[config.mk]
export PLATFORM = sky130hd
export DESIGN_NAME = dsp_bus_arbiter
export DESIGN_NICKNAME = d
export VERILOG_FILES = /design/src/rtl/dsp_bus_arbiter.sv
export SDC_FILE = /design/constraint.sdc
export NUM_CORES = 1
export LEC_CHECK = 0
export CAP_MARGIN = 10
export CORE_ASPECT_RATIO = 1.1
export CORE_MARGIN = 10
export CORE_UTILIZATION = 40
export DETAILED_ROUTE_END_ITERATION = 10
export GPL_ROUTABILITY_DRIVEN = 0
export PLACE_DENSITY = 0.66
export SYNTH_ARGS = -nofsm -noshare
export SYNTH_HDL_FRONTEND = slang
export SYNTH_SLANG_ARGS = --single-unit
[constraint.sdc]
create_clock -name bus_clock -period 1.7 [get_ports bus_clock]
set_input_delay 0.255 -clock bus_clock [delete_from_list [all_inputs] [get_ports bus_clock]]
set_output_delay 0.255 -clock bus_clock [all_outputs]
set_load 0.05 [all_outputs]
[src/rtl/dsp_bus_arbiter.sv]
// dsp_bus_arbiter
// Shares the DSP I/O bus among NUM_REQ sequencers with one-hot enables,
// round-robin selection and a turnaround gap between owners. After reset
// only requester 0 (the DSP reset sequence) is served until it completes.
// Optional grant watchdog: define DSP_BUS_ARB_TIMEOUT_EN.
module dsp_bus_arbiter #(
    parameter int NUM_REQ    = 4,
    parameter int ID_WIDTH   = 2,
    parameter int GAP_CYCLES = 2
`ifdef DSP_BUS_ARB_TIMEOUT_EN
    ,
    parameter int TIMEOUT_CYCLES = 255
`endif
) (
    input  logic                bus_clock,
    input  logic                reset,
    input  logic [NUM_REQ-1:0]  req,
    input  logic                accepted,
    output logic [NUM_REQ-1:0]  enable,
    output logic [ID_WIDTH-1:0] grant_id,
    output logic                busy,
    output logic                done,
    output logic                timeout
);

    typedef enum logic [1:0] {
        ST_BOOT,
        ST_IDLE,
        ST_GRANT,
        ST_RELEASE
    } state_t;

    localparam logic [NUM_REQ-1:0] ONE_HOT_0 = NUM_REQ'(1);
    localparam logic [3:0]         GAP_LOAD  = 4'(GAP_CYCLES - 1);

    state_t              state_q, state_d;
    logic [NUM_REQ-1:0]  enable_q, enable_d;
    logic [ID_WIDTH-1:0] grant_id_q, grant_id_d;
    logic [ID_WIDTH-1:0] rr_ptr_q, rr_ptr_d;
    logic                busy_q, busy_d;
    logic                done_q, done_d;
    logic                timeout_q, timeout_d;
    logic                first_q, first_d;
    logic                boot_done_q, boot_done_d;
    logic [3:0]          gap_q, gap_d;

    logic                pick_valid;
    logic [ID_WIDTH-1:0] pick_id;
    logic                start_grant;
    logic [ID_WIDTH-1:0] start_id;
    logic                end_grant;

`ifdef DSP_BUS_ARB_TIMEOUT_EN
    localparam logic [15:0] TMR_LIMIT = 16'(TIMEOUT_CYCLES);
    logic [15:0] tmr_q, tmr_d;
`endif

    // Requester index base+off, wrapping at NUM_REQ-1 back to 0.
    function automatic logic [ID_WIDTH-1:0] wrap_add(input logic [ID_WIDTH-1:0] base,
                                                     input int off);
        int sum;
        sum = int'(base) + off;
        if (sum >= NUM_REQ) sum = sum - NUM_REQ;
        return ID_WIDTH'(sum);
    endfunction

    // Round-robin pick: first requester at or above rr_ptr, wrapping.
    always_comb begin
        pick_valid = 1'b0;
        pick_id    = '0;
        // Scan from the far end so the nearest requester is written last and wins.
        for (int i = NUM_REQ - 1; i >= 0; i--) begin
            if (req[wrap_add(rr_ptr_q, i)]) begin
                pick_valid = 1'b1;
                pick_id    = wrap_add(rr_ptr_q, i);
            end
        end
    end

    // Next-state and registered-output logic for the grant FSM.
    always_comb begin
        // NOTE: every signal gets a default before the case so no path leaves one unassigned (no latches).
        state_d     = state_q;
        enable_d    = enable_q;
        grant_id_d  = grant_id_q;
        rr_ptr_d    = rr_ptr_q;
        done_d      = 1'b0;
        timeout_d   = 1'b0;
        first_d     = 1'b0;
        boot_done_d = boot_done_q;
        gap_d       = gap_q;
        start_grant = 1'b0;
        start_id    = '0;
        end_grant   = 1'b0;
`ifdef DSP_BUS_ARB_TIMEOUT_EN
        tmr_d       = tmr_q;
`endif

        case (state_q)
            ST_BOOT: begin
                if (req[0]) begin
                    start_grant = 1'b1;
                    start_id    = '0;
                end
            end
            ST_IDLE: begin
                if (pick_valid) begin
                    start_grant = 1'b1;
                    start_id    = pick_id;
                end
            end
            ST_GRANT: begin
`ifdef DSP_BUS_ARB_TIMEOUT_EN
                tmr_d = tmr_q + 16'd1;
`endif
                // accepted is only looked at here; the first cycle lets the bus settle.
                if (!first_q && accepted) begin
                    done_d    = 1'b1;
                    end_grant = 1'b1;
                    if (!boot_done_q) boot_done_d = 1'b1;
                end
`ifdef DSP_BUS_ARB_TIMEOUT_EN
                else if (tmr_q == TMR_LIMIT) begin
                    timeout_d = 1'b1;
                    end_grant = 1'b1;
                end
`endif
                else if (!first_q && !req[grant_id_q]) begin
                    end_grant = 1'b1;
                end

                if (end_grant) begin
                    enable_d = '0;
                    state_d  = ST_RELEASE;
                    gap_d    = GAP_LOAD;
                    rr_ptr_d = wrap_add(grant_id_q, 1);
                end
            end
            ST_RELEASE: begin
                // Last gap cycle hands straight to the next owner so the gap is exact.
                if (gap_q != 4'd0) begin
                    gap_d = gap_q - 4'd1;
                end else if (!boot_done_q) begin
                    state_d = ST_BOOT;
                end else if (pick_valid) begin
                    start_grant = 1'b1;
                    start_id    = pick_id;
                end else begin
                    state_d = ST_IDLE;
                end
            end
            default: state_d = ST_BOOT;
        endcase

        if (start_grant) begin
            state_d    = ST_GRANT;
            enable_d   = ONE_HOT_0 << start_id;
            grant_id_d = start_id;
            first_d    = 1'b1;
`ifdef DSP_BUS_ARB_TIMEOUT_EN
            tmr_d      = 16'd1;
`endif
        end

        busy_d = (state_d == ST_GRANT) || (state_d == ST_RELEASE);
    end

    // State and output registers with synchronous reset.
    always_ff @(posedge bus_clock) begin
        // NOTE: non-blocking assignments so every flop samples pre-edge values.
        if (reset) begin
            state_q     <= ST_BOOT;
            enable_q    <= '0;
            grant_id_q  <= '0;
            rr_ptr_q    <= ID_WIDTH'(1);
            busy_q      <= 1'b0;
            done_q      <= 1'b0;
            timeout_q   <= 1'b0;
            first_q     <= 1'b0;
            boot_done_q <= 1'b0;
            gap_q       <= '0;
`ifdef DSP_BUS_ARB_TIMEOUT_EN
            tmr_q       <= '0;
`endif
        end else begin
            state_q     <= state_d;
            enable_q    <= enable_d;
            grant_id_q  <= grant_id_d;
            rr_ptr_q    <= rr_ptr_d;
            busy_q      <= busy_d;
            done_q      <= done_d;
            timeout_q   <= timeout_d;
            first_q     <= first_d;
            boot_done_q <= boot_done_d;
            gap_q       <= gap_d;
`ifdef DSP_BUS_ARB_TIMEOUT_EN
            tmr_q       <= tmr_d;
`endif
        end
    end

    assign enable   = enable_q;
    assign grant_id = grant_id_q;
    assign busy     = busy_q;
    assign done     = done_q;
    assign timeout  = timeout_q;

endmodule

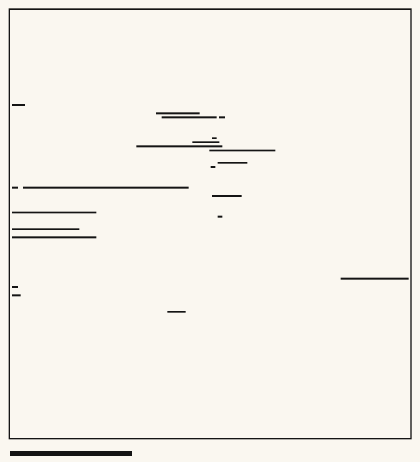
run_1/layer_met3.png
The bar under the picture is 20 microns long.
The wires run mostly horizontal. 16 nets have wire on it.

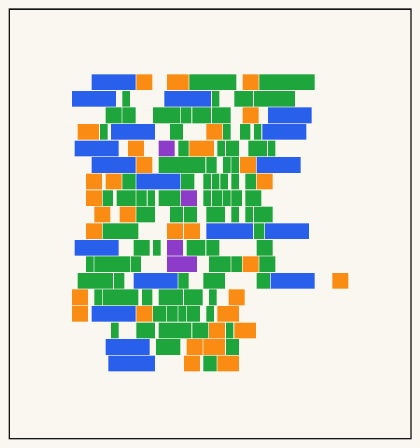
run_1/placement_by_type.png
Purple stands for clock drivers and dummy loads, cells 4, share of their area 2.8%. Blue stands for flops, cells 18, share of their area 28%. Green stands for combinational and other logic, cells 87, share of their area 49%. Orange stands for other buffers and delay cells, cells 32, share of their area 20%.

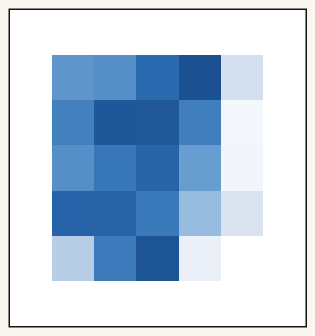
run_1/cell_density.png
7 x 7 tiles, from white (low) to dark blue (high), 0 to 100% covered.
The mean over all tiles is 28%. The densest ninth of the die: middle. 16% of the tiles are over 75% full. 51% of the tiles are nearly empty.

## run 1: registers in the layout, summed over array words and instances, names as in the netlist
signal and cells:
done 1, first_q 1, gap_q 4, enable 4, rr_ptr_q 2, busy 1, state_q 2, grant_id 2
boot_done_q 1
## run 1: tightest hold or removal path: cells and delay by family, from the launching register on
family | cells | cell delay, ns
compound gates | 1 | 0.06
simple gates | 1 | 0.06
flops | 1 | 0.33
## run 1: metrics by stage
step | util | setup TNS (ns) | instances
floorplan | - | -0.00404 | 109
global placement | 0.521 | -0.470 | 162
detailed placement | 0.521 | -0.663 | 162
CTS | 0.567 | -0.0140 | 168
global route | 0.596 | -0.344 | 171
finish | 0.596 | -0.0133 | 171
==> flow_summary.toml, run 1 <==
# generated from flow reports
[die]
die.size.y_microns = 70.4
initCoreUtil = 0.414
top_level_ports = 16

[worst_setup_path]
cp-startpoint = "gap_q[1]"
cpPeakStageDelay_ns = 0.34
crit_slowest_cell = "dfxtp_2"
cp_data_required_time_ns = 1.90

[timing]
finalCritPeriodShare = 1.01
setup_viol = 1
period_needed_ns = 1.71
fin_ws_ns = -0.0133
drv_slew = 0

[route]
wl_per_cell_microns = 14.7
firstDrtPassIters = 4
routed_wirelength_microns = 2520
ant_nets = 0
num_vias = 957
routed.top_layer = "met4"

[hold_path]
worstHoldPathType = "reg2reg"
whs_path_depth = 2

[clocking]
clk_pin_slew_ns = 0.10
cts_tree = "built"
cts_sinks = 18
clockBufferDepth = 2
cts_buffers = 3
root_buffer = "clkbuf_4"

[outcome]
status = "finished, violations left"
violations = "setup timing"

[final_layout]
logic_gate_count = 79
n_sequential_cell = 18
seq_area_sq_um = 364
fin_nets = 150
nFillCells = 193

[power]
clockPowerShare = 0.261
p_comb_w = 0.000273
p_per_area_nw_per_um2 = 754
p_seq_w = 0.000468

[placement]
dpl_cell_area_sq_um = 1160

[synth]
mux_area_frac = 0.0326
top_cell = "dfxtp_1"
ys_sh_xor = 0.0285
syn-cell-area_sq_um = 922
yosysWarnings = 0

[grt]
grt_pass1_vias = 983
grtUsageMet3 = 0.0399
==> run 1 -> run 2 <==
==> constraint.sdc (replaced) <==
create_clock -name bus_clock -period 1.7 [get_ports bus_clock]
set_input_delay 0.34 -clock bus_clock [delete_from_list [all_inputs] [get_ports bus_clock]]
set_output_delay 0.34 -clock bus_clock [all_outputs]
set_load 0.05 [all_outputs]
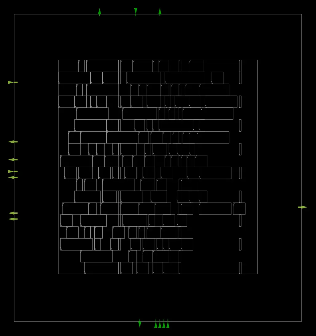
run_2/placement.png
non-filler instance count after layout: 171
Layout Utilization: 0.590
flip-flops: 18

==> run 2 against run 1 <==
Effect of this change:
- the run still ends with setup timing left
- wire length rose by 2.7%
- cell count unchanged
- hold slack better by 0.013 ns
- worst setup slack worse by 0.058 ns
- synthesized cell count stayed put
- largest cell class unchanged
==> flow_summary.toml, run 2 <==
# generated from flow reports
[timing]
setup_total_negative_slack_ns = -0.111
fin_ws_ns = -0.0718
drv_slew = 0
finalCritPeriodShare = 1.04
setup_viol = 2

[synth]
yosysWarnings = 0

[clocking]
cts_buffers = 3
cts_sinks = 18
root_buffer = "clkbuf_4"
cts_tree = "built"
clk_pin_slew_ns = 0.11

[route]
firstDrtPassIters = 4
ant_nets = 0
routed.top_layer = "met4"
routed_wirelength_microns = 2590
wl_per_cell_microns = 15.1

[outcome]
status = "finished, violations left"
violations = "setup timing"

[grt]
grtUsageMet3 = 0.0319

[power]
p_per_area_nw_per_um2 = 773

[die]
die.size.y_microns = 70.4
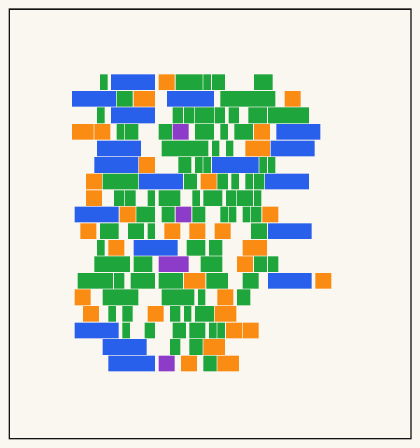
run_2/placement_by_type.png
Blue stands for flops, cells 18, share of their area 29%. Orange stands for other buffers and delay cells, cells 32, share of their area 21%. Purple stands for clock drivers and dummy loads, cells 4, share of their area 2.8%. Green stands for combinational and other logic, cells 87, share of their area 48%.

run 2: cell counts after synthesis:
No cell type changed its count.
run 2: power breakdown:
| part | internal [W] | switching (W) | leakage (nW) |
|---|---|---|---|
| clock network | 0.000131 | 0.000148 | 0.0210 |
| registers | 0.000443 | 0.0000226 | 0.148 |
| logic | 0.000125 | 0.000146 | 0.365 |
run 2: cell families (layout without fill, tap and decap cells):
logic type,count (synthesis),count (layout),synth area share
AND-OR/OR-AND,35,35,0.273
XOR/XNOR,3,3,0.0285
adder cells (fa/ha/maj),1,1,0.0136
buffers and inverters,12,44,0.0529
flip-flops,18,18,0.391
multiplexers,3,3,0.0326
other,1,1,0.00407
AND/OR/NAND/NOR,36,36,0.205
==> run 2 -> run 3 <==
--- a/config.mk
+++ b/config.mk
@@ -7,7 +7,6 @@
 export LEC_CHECK = 0
 export CAP_MARGIN = 10
 export CORE_ASPECT_RATIO = 1.1
-export CORE_MARGIN = 10
 export CORE_UTILIZATION = 40
 export DETAILED_ROUTE_END_ITERATION = 10
 export GPL_ROUTABILITY_DRIVEN = 0
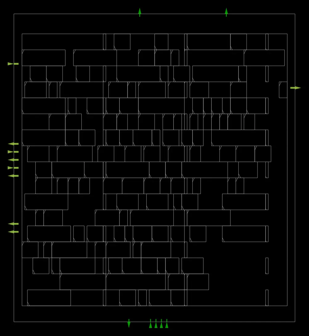
run_3/placement.png
fillers: 196
non-filler instance count after layout: 169
Core ar.: 2080 sq um
row count: 17

==> run 3 against run 2 <==
Effect of this change:
- the flow now finishes without violations
- total power shrank 7.7%
- hold slack lost 0.023 ns
- cell area grew 0.19%
- clock-buffer cell count shrank 1
- wire length shrank 11%
- worst setup slack gained 0.083 ns
- flip-flop count is the same
- cell count shrank 1.2%
- synthesized cell count is the same
- critical path depth shrank 1
==> flow_summary.toml, run 3 <==
# generated from flow reports
[power]
comb_power_share = 0.288
p_per_area_nw_per_um2 = 712
clockPowerShare = 0.220
p_comb_w = 0.000270
switching_share = 0.309
p_seq_w = 0.000462
p_int_w = 0.000649
pg_clk_w = 0.000206
switchingPower_w = 0.000290

[route]
routed.top_layer = "met4"
ant_nets = 0
num_vias = 912
firstDrtPassIters = 4
routed_wirelength_microns = 2310

[synth]
top_cell = "dfxtp_1"
synthTopLogicFamily = "AND-OR/OR-AND gates"
mux_area_frac = 0.0326
compound_area_frac = 0.273
ys_sh_adder = 0.0136
ys_sh_simple = 0.205
yosysWarnings = 0

[clocking]
root_buffer = "clkbuf_4"
cts_buffers = 3
cts_sinks = 18

[outcome]
status = "finished, final reports clean"

[timing]
finalCritPeriodShare = 0.994
drv_slew = 0
period_needed_ns = 1.69

[worst_setup_path]
cpPeakStageDelay_ns = 0.42
cp_data_required_time_ns = 1.90
crit_slowest_cell = "or3_4"

[grt]
grt_pass1_vias = 896

[die]
initCoreUtil = 0.442
top_level_ports = 16

[placement]
dp.cells = 165

[final_layout]
n_sequential_cell = 18
logic_gate_count = 79
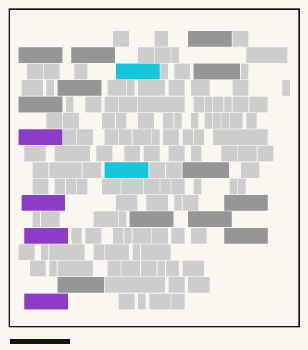
run_3/flops_by_reg.png
The bar under the picture is 10 microns long.
Purple stands for enable, sequential cells 4. Cyan stands for state_q, sequential cells 2.
Another 12 sequential cells are not colored.
flop share of the area: 0.276
FF+latch area: 364 sq um

==> run 3: cell counts after synthesis <==
No cell type changed its count.
==> run 3: per-stage QoR <==
step / TNS, ns / worst slack [ns] / hold slack, ns / power (W) / util
finish: 0 / 0.0110 / 0.471 / 0.000938 / 0.632
global route: -0.156 / -0.0395 / 0.487 / 0.000991 / 0.632
CTS: 0 / 0.00391 / 0.473 / 0.000933 / 0.613
detailed placement: -2.20 / -0.241 / 0.456 / 0.000707 / 0.574
global placement: -1.61 / -0.193 / 0.455 / 0.000704 / 0.574
floorplan: -0.00404 / -0.00404 / 0.448 / 0.000609 / -
==> run 3: worst register-to-register path, delay by kind of cell (launching register included) <==
family / cells / cell delay (ns)
fa+ha+maj: 1 / 0.13
flops: 1 / 0.33
simple gates: 2 / 0.70
compound gates: 2 / 0.38
buf+inv: 1 / 0.07
No activity file was given, so power comes from the tool's default toggle rates.
